Run 1, the clock network:
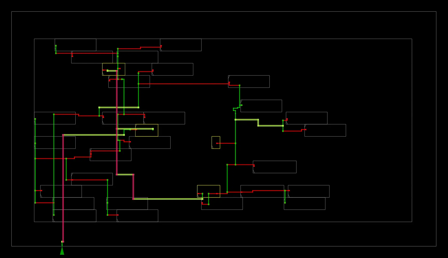
Run 1, gate-type map:
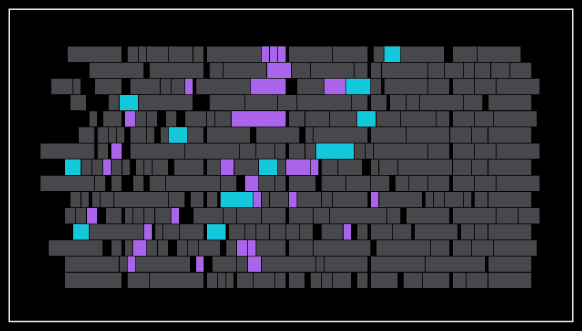
Run 1, routed metal per tile:
The die is cut into 19 by 10 equal tiles; white is low, dark blue is high, scaled to the fullest tile. Values are wire area over tile area, all layers added.
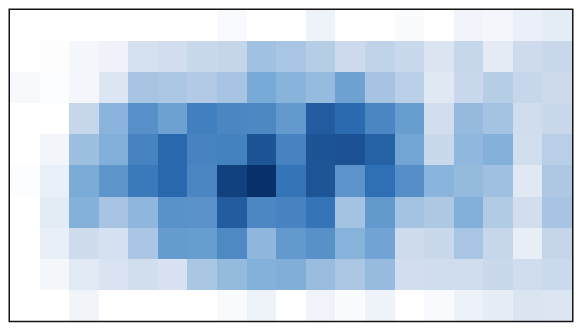
--- config.mk ---
export PLATFORM = sky130hd
export DESIGN_NAME = cpu_run_ctrl_flat
export DESIGN_NICKNAME = d
export VERILOG_FILES = /design/src/rtl/cpu_run_pkg.sv /design/src/rtl/cpu_run_if.sv /design/src/rtl/run_timer.sv /design/src/rtl/cpu_run_ctrl.sv /design/src/flat_wrapper.sv
export SDC_FILE = /design/constraint.sdc
export NUM_CORES = 1
export LEC_CHECK = 0
export CORE_ASPECT_RATIO = 0.5
export CORE_MARGIN = 5
export CORE_UTILIZATION = 49
export CTS_BUF_LIST = sky130_fd_sc_hd__clkbuf_8
export CTS_CLUSTER_DIAMETER = 40
export DETAILED_ROUTE_END_ITERATION = 6
export GPL_ROUTABILITY_DRIVEN = 0
export PLACE_DENSITY = 0.95
export SETUP_SLACK_MARGIN = 0.3
export SLEW_MARGIN = 5
export SYNTH_ARGS = -nofsm -noshare
export SYNTH_HDL_FRONTEND = slang
export SYNTH_SLANG_ARGS = --single-unit
--- constraint.sdc ---
create_clock -name clk -period 2.78 [get_ports clk]
set_input_delay 0.834 -clock clk [delete_from_list [all_inputs] [get_ports clk]]
set_output_delay 0.834 -clock clk [all_outputs]
set_load 0.05 [all_outputs]
--- src/rtl/cpu_run_pkg.sv ---
// cpu_run_pkg: state encoding and default job geometry for the CPU run controller.
package cpu_run_pkg;

    typedef enum logic [2:0] {
        IDLE,
        LOAD,
        START,
        RUN,
        READ,
        DONE,
        ERR
    } run_state_t;

    localparam int DEF_NUM_OPS  = 7;
    localparam int DEF_RES_BASE = 10;
    localparam int DEF_NUM_RES  = 4;
    localparam int DEF_TIMEOUT  = 1024;

endpackage

--- src/rtl/cpu_run_if.sv ---
// cpu_run_if: host/CPU/data-memory signal bundle around the run controller.
//   master : the controller (drives handshakes, DM port, results, status)
//   slave  : the environment (host streams, CPU, data memory)
interface cpu_run_if #(
    parameter int ADDR_W = 8,
    parameter int DATA_W = 8
);
    logic              go;
    logic              op_valid;
    logic [DATA_W-1:0] op_data;
    logic              op_ready;
    logic              dm_own;
    logic              dm_we;
    logic [ADDR_W-1:0] dm_addr;
    logic [DATA_W-1:0] dm_wdata;
    logic [DATA_W-1:0] dm_rdata;
    logic              cpu_start;
    logic              cpu_ack;
    logic              res_valid;
    logic [DATA_W-1:0] res_data;
    logic              busy;
    logic              done;
    logic              timeout_err;

    modport master (
        input  go, op_valid, op_data, dm_rdata, cpu_ack,
        output op_ready, dm_own, dm_we, dm_addr, dm_wdata, cpu_start,
               res_valid, res_data, busy, done, timeout_err
    );

    modport slave (
        output go, op_valid, op_data, dm_rdata, cpu_ack,
        input  op_ready, dm_own, dm_we, dm_addr, dm_wdata, cpu_start,
               res_valid, res_data, busy, done, timeout_err
    );
endinterface

--- src/rtl/run_timer.sv ---
// run_timer: RUN-phase watchdog counter.
//   clk, reset : clock, asynchronous active-high reset
//   clear      : restart the count from zero
//   enable     : count one RUN cycle
//   expired    : count has reached TIMEOUT-1
module run_timer #(
    parameter int TIMEOUT = 1024
) (
    input  logic clk,
    input  logic reset,
    input  logic clear,
    input  logic enable,
    output logic expired
);
    localparam int W = $clog2(TIMEOUT);

    logic [W-1:0] t_q;

    always_ff @(posedge clk or posedge reset) begin
        if (reset)       t_q <= '0;
        else if (clear)  t_q <= '0;
        else if (enable) t_q <= t_q + 1'b1;
    end

    assign expired = t_q == W'(TIMEOUT - 1);
endmodule

--- src/rtl/cpu_run_ctrl.sv ---
// cpu_run_ctrl: sequences one CPU job - operand preload, launch, supervised run, result readback.
//   clk, reset   : clock, asynchronous active-high reset
//   bus (master) : go request, operand stream, DM port + mux select, CPU start/ack,
//                  result stream, busy/done/timeout_err status
module cpu_run_ctrl
    import cpu_run_pkg::*;
#(
    parameter int NUM_OPS  = DEF_NUM_OPS,
    parameter int RES_BASE = DEF_RES_BASE,
    parameter int NUM_RES  = DEF_NUM_RES,
    parameter int ADDR_W   = 8,
    parameter int DATA_W   = 8,
    parameter int TIMEOUT  = DEF_TIMEOUT
) (
    input logic       clk,
    input logic       reset,
    cpu_run_if.master bus
);
    if (NUM_OPS > RES_BASE || RES_BASE + NUM_RES > 2 ** ADDR_W) begin : g_bad_cfg
        $fatal(1, "cpu_run_ctrl: result block overlaps operands or exceeds the DM address space");
    end

    localparam logic [ADDR_W-1:0] LAST_OP  = ADDR_W'(NUM_OPS - 1);
    localparam logic [ADDR_W-1:0] LAST_RES = ADDR_W'(NUM_RES - 1);
    localparam logic [ADDR_W-1:0] BASE     = ADDR_W'(RES_BASE);

    run_state_t        state_q;
    logic [ADDR_W-1:0] cnt_q;
    logic              ack_low_q, cpu_start_q, dm_own_q, res_valid_q, done_q, err_q;
    logic              wr, ack_ok, expired;

    assign wr     = state_q == LOAD && bus.op_valid;
    // an ack only counts after it has been seen low in this run, so a stale one is rejected
    assign ack_ok = state_q == RUN && ack_low_q && bus.cpu_ack;

    run_timer #(.TIMEOUT(TIMEOUT)) u_timer (
        .clk    (clk),
        .reset  (reset),
        .clear  (state_q == START),
        .enable (state_q == RUN),
        .expired(expired)
    );

    always_ff @(posedge clk or posedge reset) begin
        if (reset) begin
            state_q     <= IDLE;
            cnt_q       <= '0;
            ack_low_q   <= 1'b0;
            cpu_start_q <= 1'b0;
            dm_own_q    <= 1'b1;
            res_valid_q <= 1'b0;
            done_q      <= 1'b0;
            err_q       <= 1'b0;
        end else begin
            cpu_start_q <= 1'b0;
            done_q      <= 1'b0;
            res_valid_q <= state_q == READ;
            case (state_q)
                IDLE: if (bus.go) begin
                    state_q <= LOAD;
                    cnt_q   <= '0;
                    err_q   <= 1'b0;
                end
                LOAD: if (bus.op_valid) begin
                    cnt_q <= cnt_q + 1'b1;
                    if (cnt_q == LAST_OP) begin
                        state_q     <= START;
                        cpu_start_q <= 1'b1;
                        dm_own_q    <= 1'b0;
                    end
                end
                START: begin
                    state_q   <= RUN;
                    ack_low_q <= 1'b0;
                end
                RUN: begin
                    if (!bus.cpu_ack) ack_low_q <= 1'b1;
                    if (ack_ok) begin
                        state_q  <= READ;
                        cnt_q    <= '0;
                        dm_own_q <= 1'b1;
                    end else if (expired) begin
                        state_q <= ERR;
                    end
                end
                READ: begin
                    cnt_q <= cnt_q + 1'b1;
                    if (cnt_q == LAST_RES) begin
                        state_q <= DONE;
                        done_q  <= 1'b1;
                    end
                end
                DONE: state_q <= IDLE;
                ERR: begin
                    state_q  <= IDLE;
                    err_q    <= 1'b1;
                    dm_own_q <= 1'b1;
                end
                default: state_q <= IDLE;
            endcase
        end
    end

    assign bus.op_ready    = state_q == LOAD;
    assign bus.dm_own      = dm_own_q;
    assign bus.dm_we       = wr;
    assign bus.dm_addr     = wr ? cnt_q : state_q == READ ? BASE + cnt_q : '0;
    assign bus.dm_wdata    = wr ? bus.op_data : {DATA_W{1'b0}};
    assign bus.cpu_start   = cpu_start_q;
    // the synchronous DM returns data in the cycle after the address, aligned with res_valid
    assign bus.res_valid   = res_valid_q;
    assign bus.res_data    = res_valid_q ? bus.dm_rdata : {DATA_W{1'b0}};
    assign bus.busy        = state_q != IDLE;
    assign bus.done        = done_q;
    assign bus.timeout_err = err_q;
endmodule

--- src/flat_wrapper.sv ---
// flat-port wrapper written by rule: the top's interface ports become plain ports
module cpu_run_ctrl_flat import cpu_run_pkg::*;
#(
    parameter int NUM_OPS  = DEF_NUM_OPS,
    parameter int RES_BASE = DEF_RES_BASE,
    parameter int NUM_RES  = DEF_NUM_RES,
    parameter int ADDR_W   = 8,
    parameter int DATA_W   = 8,
    parameter int TIMEOUT  = DEF_TIMEOUT
)
  (clk, reset, bus_go, bus_op_valid, bus_op_data, bus_dm_rdata, bus_cpu_ack, bus_op_ready, bus_dm_own, bus_dm_we, bus_dm_addr, bus_dm_wdata, bus_cpu_start, bus_res_valid, bus_res_data, bus_busy, bus_done, bus_timeout_err);
  cpu_run_if #(.ADDR_W(ADDR_W), .DATA_W(DATA_W)) bus_i ();
  input logic clk;
  input logic reset;
  input wire logic [$bits(bus_i.go)-1:0] bus_go;
  input wire logic [$bits(bus_i.op_valid)-1:0] bus_op_valid;
  input wire logic [$bits(bus_i.op_data)-1:0] bus_op_data;
  input wire logic [$bits(bus_i.dm_rdata)-1:0] bus_dm_rdata;
  input wire logic [$bits(bus_i.cpu_ack)-1:0] bus_cpu_ack;
  output wire logic [$bits(bus_i.op_ready)-1:0] bus_op_ready;
  output wire logic [$bits(bus_i.dm_own)-1:0] bus_dm_own;
  output wire logic [$bits(bus_i.dm_we)-1:0] bus_dm_we;
  output wire logic [$bits(bus_i.dm_addr)-1:0] bus_dm_addr;
  output wire logic [$bits(bus_i.dm_wdata)-1:0] bus_dm_wdata;
  output wire logic [$bits(bus_i.cpu_start)-1:0] bus_cpu_start;
  output wire logic [$bits(bus_i.res_valid)-1:0] bus_res_valid;
  output wire logic [$bits(bus_i.res_data)-1:0] bus_res_data;
  output wire logic [$bits(bus_i.busy)-1:0] bus_busy;
  output wire logic [$bits(bus_i.done)-1:0] bus_done;
  output wire logic [$bits(bus_i.timeout_err)-1:0] bus_timeout_err;
  assign bus_i.go = bus_go;
  assign bus_i.op_valid = bus_op_valid;
  assign bus_i.op_data = bus_op_data;
  assign bus_i.dm_rdata = bus_dm_rdata;
  assign bus_i.cpu_ack = bus_cpu_ack;
  assign bus_op_ready = bus_i.op_ready;
  assign bus_dm_own = bus_i.dm_own;
  assign bus_dm_we = bus_i.dm_we;
  assign bus_dm_addr = bus_i.dm_addr;
  assign bus_dm_wdata = bus_i.dm_wdata;
  assign bus_cpu_start = bus_i.cpu_start;
  assign bus_res_valid = bus_i.res_valid;
  assign bus_res_data = bus_i.res_data;
  assign bus_busy = bus_i.busy;
  assign bus_done = bus_i.done;
  assign bus_timeout_err = bus_i.timeout_err;
  cpu_run_ctrl #(.NUM_OPS(NUM_OPS), .RES_BASE(RES_BASE), .NUM_RES(NUM_RES), .ADDR_W(ADDR_W), .DATA_W(DATA_W), .TIMEOUT(TIMEOUT)) u_core (.clk(clk), .reset(reset), .bus(bus_i));
endmodule
==> changes_impl.md, run 1 <==
## Implementation

- CP Depth: 8
- Slowest cell on crit path: dfrtp_2
- CP delay by family, top: buffers and inverters
- Largest net degree at the start of global routing: 28
- Core ar.: around 0.0034 mm2
- XOR-XNOR Cells, Area Fraction: 0.998%
- Die area: 0.00495 mm2
- Worst reg-to-reg path cell count: 8
- Port Buf Inserts: about 52
- Worst-path maximum fanout: 7
- Synth Seq Share: between 30% and 40%
- Die y size: between 50 and 60 um
- Synth Area in Adders: 2.85%
- Cts hold-fix bufs: 0
- Post-route minimum period: 2.76 ns
- Vias in the first global route: 2031
- Antenna violations before repair: 0
- Startpoint types: flip-flop
- Clock Skew: between 0.01 and 0.015 ns
- Avg Vias per Cell: 7.01
- P_int: 0.00140 W
- Asr flop ratio synth: 100%
- Ys cells: 213
- Main synth FF type: dfrtp_1
- Share of post-route cells with drive strength above 1: 37.2%
- Seq pwr share: 23.1%
- DRT antenna net count: 0
- Pins Over Slew Limit: 0
- Seq cells post-synth: 27
- Syn_area_per_cell: 8.24 um2
- Root Driver: clkbuf_8
- Number of enable flip-flop cells: 0
- Fin. Hold Viols: 0
- Synth logic family: simple AND/OR/NAND/NOR gates
- Worst-Margin Slew: 0.693 ns
- Die Span X: about 95 um
- Log Warnings: 30
- Site row count: 15
- Area delta synth->final: 75.3%
- Clock tree buffer depth: 2
- Leakage power: 1.38 nW
- Max-cap violations: 0
- Critical Path Most Common Cell: buf_6
- Power per cell area: 920 mW/mm2
- Reg clk slew, reported paths: about 0.11 ns
- Fin crit share: 99.4%
- Yosys stat area: 0.00176 mm2
- H-tree depth: 1
- Sw frac: 50.4%
- Cell Area, Synth: around 0.0018 mm2
- Critical Path RT: about 2 ns
- CP peak stage delay: 0.47 ns
- Power Total: 0.00283 W
- DR iter-0 viols: 325
- CTS tree: built
- CP Class: reg -> out
- Yosys cell types: 47
- Worst Path Buf+Inv: 5
- I/O Pins: 53
- First-pass DRT Iterations: 6
- Global-route wire length before repair: 10.6 mm
- Clock power share: 8.8%
- Peak supply drop: 0.493 mV
- Antenna Diode Count: 0
- DP HPWL: 4.46 mm
- Max Freq: 0.362 GHz
- Power share of the combinational group: 68.2%
- Final Setup Violations: 0
- RSZ-0062 raised after global routing: true
- Synth Instances: about 210
- Most common logic cells in the final layout: 27 x buf_12, 24 x dfrtp_1, 22 x clkdlybuf4s50_1
- Overflow after GRT: 0
- Initial core utilization: 51.1%
- Total number of yosys warnings: 0
- CP cell instances: buf_6 -> nor4bb_4 -> buf_6 -> buf_6 -> buf_6 -> nand2_2 -> o21ai_4 -> buf_12
- Status: complete, no violations
- Min-Delay Path Depth: 1
- Post-synth mux share: 2.42%
- Worst skew pair latency: about 0.30 ns
- NumNets Final: 314
- TNS Setup: 0 ns
- # DRC: 0
- Area share of and/or/nand/nor cells after synthesis: 30.0%
- Compound Share, Synth: 20.5%
- Crit end category: output port
- Rel. slew slack: 53.5%
- Util after Layout: 89.6%
- Psw: 0.00143 W
- Syn nets: 238
- Crit path DAT: 1.93 ns
- HP Class: reg -> reg
About 'the clock network':
CTS buffer count: 3
Sinks on Clock Net: 27
flop count: 27

About 'gate-type map':
Cyan marks AND-OR and OR-AND gates, cells 11. Purple marks NOR gates, cells 28.
Top cell excl fill/tap: buf_12
Finished Layout Cells: 339

About 'routed metal per tile':
24% of the tiles are over half the peak. The fullest tile reaches 1.0. The densest ninth of the die: middle. The mean over all tiles is 0.33. 16% of the tiles are nearly empty.
Total GRT Usage: 28.3%
wire per inst: 25.5 um
final WL: 8.66 mm
vias: 2377

## run 1: registers in the layout (all words and copies together), names as in the netlist
register	cells
u_core.bus.timeout_err	1
u_core.bus.dm_own	1
u_core.state_q	3
u_core.u_timer.t_q	10
u_core.bus.res_valid	1
u_core.ack_low_q	1
u_core.bus.done	1
u_core.cnt_q	8
u_core.bus.cpu_start	1
## run 1: routing by layer
metal	routed length [um]	part of all wire, %	global-route usage [%]
met1	2910	34	31.4
met2	3740	43	52.4
met3	1150	13	6.89
met4	859	9.9	12.0
met5	0	0	0
## run 1: power groups by stage
stage               logic [W]  clock network (W)  registers [W]
detailed placement    0.00156                  0       0.000613
floorplan            0.000965                  0       0.000587
finish                0.00193           0.000248       0.000652
global route          0.00199           0.000266       0.000652
CTS                   0.00165           0.000240       0.000611
global placement      0.00149                  0       0.000595
## run 1: through the flow
step / cell area, um2 / std cells / hold slack [ns] / worst slack [ns]
finish: 3080 / 339 / 0.496 / 0.0154
floorplan: 1870 / 213 / 0.450 / 0.121
CTS: 2920 / 330 / 0.493 / 0.00877
detailed placement: 2750 / 318 / 0.475 / -0.405
global route: 3080 / 339 / 0.503 / -0.0372
global placement: 2750 / 318 / 0.472 / -0.345
## run 1: cell usage after synthesis, types with 3 or more instances
cell type | instances | area, um2
dfrtp_1 | 26 | 651
clkbuf_1 | 7 | 26.3
buf_2 | 3 | 15.0
nand2_1 | 22 | 82.6
nand2b_1 | 5 | 31.3
nor3_1 | 5 | 25.0
nor2_1 | 17 | 63.8
a22o_1 | 3 | 26.3
or3_1 | 3 | 18.8
a21oi_1 | 15 | 75.1
o21ai_0 | 19 | 95.1
a21o_1 | 4 | 30.0
ha_1 | 4 | 50.1
and2_1 | 16 | 100
nand3_1 | 13 | 65.1
inv_1 | 6 | 22.5
o2bb2ai_1 | 3 | 26.3
## run 1: layout make-up
| type | count | area, um2 |
|---|---|---|
| clock buffers | 3 | 41.3 |
| clock inverters | 1 | 5.00 |
| fillers | 115 | 358 |
| inverters | 6 | 22.5 |
| multi-input cells | 167 | 1190 |
| flip-flops and latches | 27 | 679 |
| well taps | 51 | 63.8 |
| repair buffers | 84 | 1070 |
## run 1: repair_timing
item / 4_1_cts / 5_1_grt
buffers inserted: 7 / 9
gates cloned: 1 / 0
endpoints found under the setup margin: 18 / 22
pin swaps: 6 / 12
gates resized: 26 / 23
## run 1: worst paths after layout
path / startpoint / end / slack (ns)
hold reg to reg: u_core.u_timer.t_q[9]$_DFFE_PP0P_ / u_core.u_timer.t_q[9]$_DFFE_PP0P_ / 0.50
min in group asynchronous: reset / u_core.state_q[2]$_DFFE_PP0P_ / 0.89
setup reg to reg: u_core.state_q[0]$_DFFE_PP0P_ / u_core.cnt_q[6]$_DFFE_PP0P_ / 0.55
setup / recovery: u_core.state_q[2]$_DFFE_PP0P_ / bus_dm_addr[1] / 0.02
max in group asynchronous: reset / u_core.bus.dm_own$_DFFE_PP1P_ / 1.59
hold / removal: u_core.u_timer.t_q[9]$_DFFE_PP0P_ / u_core.u_timer.t_q[9]$_DFFE_PP0P_ / 0.50
## Run 2: what changed since run 1
CORE_UTILIZATION = 48   (was 49)
PLACE_DENSITY = 0.94   (was 0.95)
SYNTH_HIERARCHICAL = 1   (was unset)
clock period = 2.98 ns   (was 2.78 ns; I/O delays follow)
Run 2, I/O pins on the die edge:
Scale bar: 20 um. Pins as bars across the die edge, other pins in grey.
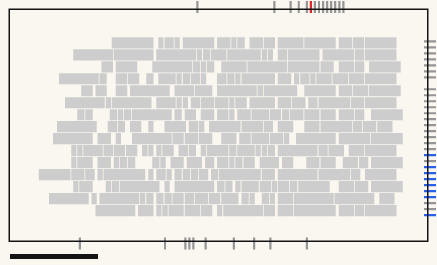
Blue marks bus_dm_rdata, pins 8, direction input, edge right. Red marks bus_dm_we, pins 1, direction output, edge top.
die y size: 52.3 um
Die Span X: 94.7 um
Port Buf Inserts: 52

Run 2, a small window of the routed layout:
Scale bar: 5 um. Window x 37 to 57, y 27 to 47 um. Cells in grey, sequential cells in the stronger grey; small squares are vias.
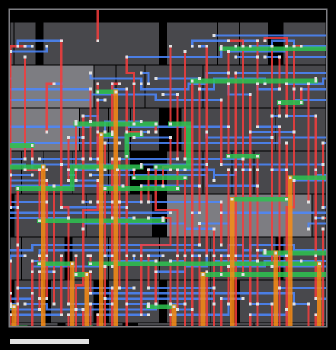
Orange marks metal 4. Red marks metal 2. Green marks metal 3. Blue marks metal 1.
Most frequent: nand2_1 (6), nor2_1 (5), nand3_1 (5). Sequential cells in the window: 2. 41 logic cells have their middle in the window. Netlist names of flops here include u_core/cnt_q (2).

==> run 2 against run 1 <==
Compared with the run above:
- first-iteration DRC count fell by 38%
- flip-flop count did not move
- power fell by 38%
- sequential power fell by 15%
- cell count fell by 6.2%
- sequential share of layout area rose by 1.8 points
- largest cell class unchanged
- largest power group unchanged
- highest routed layer unchanged
==> changes_impl.md, run 2 <==
## Implementation

- DR iter-0 viols: 202 (-38%)
- Startpoint types: flip-flop
- PnR worst setup slack: 0.205 ns (+0.189 ns)
- Log Warnings: 30 (unchanged)
- Final WL: 6.80 mm (-21%)
- Avg Vias per Cell: 6.21 (-11%)
- Number of enable flip-flop cells: 0 (unchanged)
- Vias: 1976 (-17%)
- First-pass DRT Iterations: 5 (-1)
- Seq cells post-synth: 27 (unchanged)
- Worst skew pair latency: 0.28 ns (-0.02 ns)
- Clock Skew: 0.0161 ns (+0.00405 ns)
- Crit path DAT: 1.88 ns (-0.05 ns)
- Worst R2R End: u_core/u_timer/t_q[8]$_DFFE_PP0P_
- Core ar.: 0.00343 mm2 (unchanged)
- Wire per inst: 21.4 um (-16%)
- Top cells by count: 27 x nor2_1, 26 x dfrtp_1, 19 x and2_1
- Fin crit share: 93.1%
- Critical Path RT: 2.09 ns (+0.14 ns)
- # DRC: 0 (unchanged)
- CP Depth: 4 (-4)
- Top-count cell post-synth: nor2_1
- CP delay by family, top: simple AND/OR/NAND/NOR gates
- Ys cells: 205 (-3.8%)
- CP peak stage delay: 0.48 ns (about the same)
- Status: complete, no violations
- NumNets Final: 293 (-6.7%)
- I/O Pins: 53 (unchanged)
- Syn_area_per_cell: 8.39 um2 (+1.8%)
- Pre-CTS setup slack: -0.127 ns (+0.278 ns)
- Worst reg2reg startpoint: u_core/state_q[2]$_DFFE_PP0P_
- Total number of yosys warnings: 6 (+6)
- Worst-Margin Slew: 0.677 ns (-0.0159 ns)
- RSZ-0062 raised after global routing: true
- Worst-path maximum fanout: 6 (-1)
- Slowest cell on crit path: or3b_4
- Top cell excl fill/tap: buf_12
- Worst Path Buf+Inv: 2 (-3)
- Sinks on Clock Net: 27 (unchanged)
- Synth Seq Share: 39.3% (+0.79 points)
- CTS tree: built
- Max-cap violations: 0 (unchanged)
- Placement Cell Area: 0.00268 mm2 (-2.6%)
- Power per cell area: 615 mW/mm2 (-33%)
- Area delta synth->final: 65.1%
- CP cell instances: or3b_4 -> buf_4 -> o21ai_1 -> buf_12
- Antenna Diode Count: 0 (unchanged)
- Die area: 0.00495 mm2 (about the same)
- Synth Instances: 205 (-3.8%)
- Fill cell count: 159 (+38%)
- Finished Layout Cells: 318 (-6.2%)
- Reg clk slew, reported paths: 0.10 ns (about the same)
- Root Driver: clkbuf_8
- Cell Area, Synth: 0.00172 mm2 (-2.0%)
- Finished Cell Area: 0.00284 mm2 (-7.7%)
- Site row count: 15 (unchanged)
- Overflow after GRT: 0 (unchanged)
- Yosys cell types: 39 (-17%)
- Worst reg-to-reg path cell count: 6 (-2)
- Total GRT Usage: 25.3% (-3.0 points)
- Pins Over Slew Limit: 0 (unchanged)
- Cell type with the largest total area: dfrtp_1
- Leakage power: 1.18 nW (-15%)
- DRT antenna net count: 0 (unchanged)
- Antenna violations before repair: 0 (unchanged)
- Asr flop ratio synth: 100% (unchanged)
- Post-route minimum period: roughly 2.8 ns
- Reg-to-reg slack, setup: 0.67 ns (+0.12 ns)
- H-tree depth: 1 (unchanged)
- Max Freq: 0.360 GHz
- Most common logic cells in the final layout: 26 x buf_12, 25 x nor2_1, 24 x clkdlybuf4s50_1, 24 x dfrtp_1, 16 x nand2_1
- Top cells by area: dfrtp_1 38%, and2_1 6.9%, nor2_1 5.9%
- Yosys stat area: 0.00172 mm2 (-2.0%)
- Rel. slew slack: 54.8% (+1.3 points)
- Fin. Hold Viols: 0 (unchanged)
- Setup crit end: bus_dm_addr[1]
- Largest registers: u_core/u_timer/t_q (10), u_core/cnt_q (8), u_core/state_q (3)
- CTS buffer count: 3 (unchanged)
- Crit end category: output port
- Clock tree buffer depth: 2 (unchanged)
- CP startpoint: u_core/state_q[2]$_DFFE_PP0P_
- Area leader share: 37.8% (+0.75 points)
- DP HPWL: 4.05 mm (-9.2%)
- Share of post-route cells with drive strength above 1: 30.3% (-6.8 points)
- Initial core utilization: 50.1% (-1.0 points)
- Most flops, register: u_core/u_timer/t_q
- Peak supply drop: 0.332 mV (-33%)
- Util after Layout: 82.7% (-6.9 points)
- Syn nets: 230 (-3.4%)
- CP Class: reg -> out
- Largest net degree at the start of global routing: 18 (-36%)
- Global-route wire length before repair: 9.52 mm (-10%)
- Vias in the first global route: 1935 (-4.7%)
- Main synth FF type: dfrtp_1
==> run 2: layout make-up <==
| type | instances | area (um2) | area share [%] |
|---|---|---|---|
| clock buffers | 3 | 41.3 | 1.45 |
| clock inverters | 1 | 5.00 | 0.176 |
| inverters | 10 | 40.0 | 1.41 |
| multi-input cells | 159 | 1120 | 39.3 |
| flip-flops and latches | 27 | 679 | 23.9 |
| well taps | 51 | 63.8 | 2.25 |
| repair buffers | 67 | 895 | 31.5 |
==> run 2: kinds of logic after synthesis <==
kind of cell	count (synthesis)	synth area share, %
AOI/OAI and AO/OA	46	17.8
xor gates and xnor gates	6	3.06
adders and majority gates	4	2.91
buffers and inverters	19	4.51
DFF	27	39.3
muxes	3	1.82
and+or+nand+nor	100	30.5
==> run 2: worst min-delay path by stage <==
stage,from,to,slack [ns],cells after the start
finish,u_core/state_q[2]$_DFFE_PP0P_,u_core/state_q[1]$_DFFE_PP0P_,0.56,1
global placement,u_core/state_q[2]$_DFFE_PP0P_,u_core/state_q[1]$_DFFE_PP0P_,0.48,1
global route,u_core/state_q[2]$_DFFE_PP0P_,u_core/state_q[1]$_DFFE_PP0P_,0.58,1
detailed placement,u_core/state_q[2]$_DFFE_PP0P_,u_core/state_q[1]$_DFFE_PP0P_,0.49,1
floorplan,u_core/ack_low_q$_DFFE_PP0P_,u_core/ack_low_q$_DFFE_PP0P_,0.51,2
CTS,u_core/state_q[2]$_DFFE_PP0P_,u_core/state_q[1]$_DFFE_PP0P_,0.50,1
==> run 2: timing repair <==
item	4_1_cts	5_1_grt
setup buffers	2	2
endpoints found under the setup margin	19	17
pin swaps	4	7
hold buffers	0	0
resized	17	15
==> run 2: metal layers <==
metal  part of all wire (%)  vias up  track usage (%)
met1                     36      905             25.0
met5                      0        -                0
met2                     46      166             49.9
met3                    9.6       60             5.74
li1                       -      845                -
met4                    7.9        0             13.4
==> run 2: through the flow <==
| stage | hold slack, ns | setup TNS [ns] | total power (W) |
|---|---|---|---|
| floorplan | 0.507 | 0 | 0.00104 |
| global placement | 0.477 | -0.970 | 0.00137 |
| detailed placement | 0.488 | -1.47 | 0.00142 |
| CTS | 0.498 | 0 | 0.00166 |
| global route | 0.575 | 0 | 0.00181 |
| finish | 0.563 | 0 | 0.00175 |
==> run 2: power breakdown <==
group	total (W)	leakage (nW)	switching (W)	internal, W
clock network	0.000214	0.0255	0.000120	0.0000940
registers	0.000556	0.353	0.000130	0.000426
logic	0.000978	0.800	0.000556	0.000421
Power figures rest on the tool's default switching activity, not on a simulated workload.
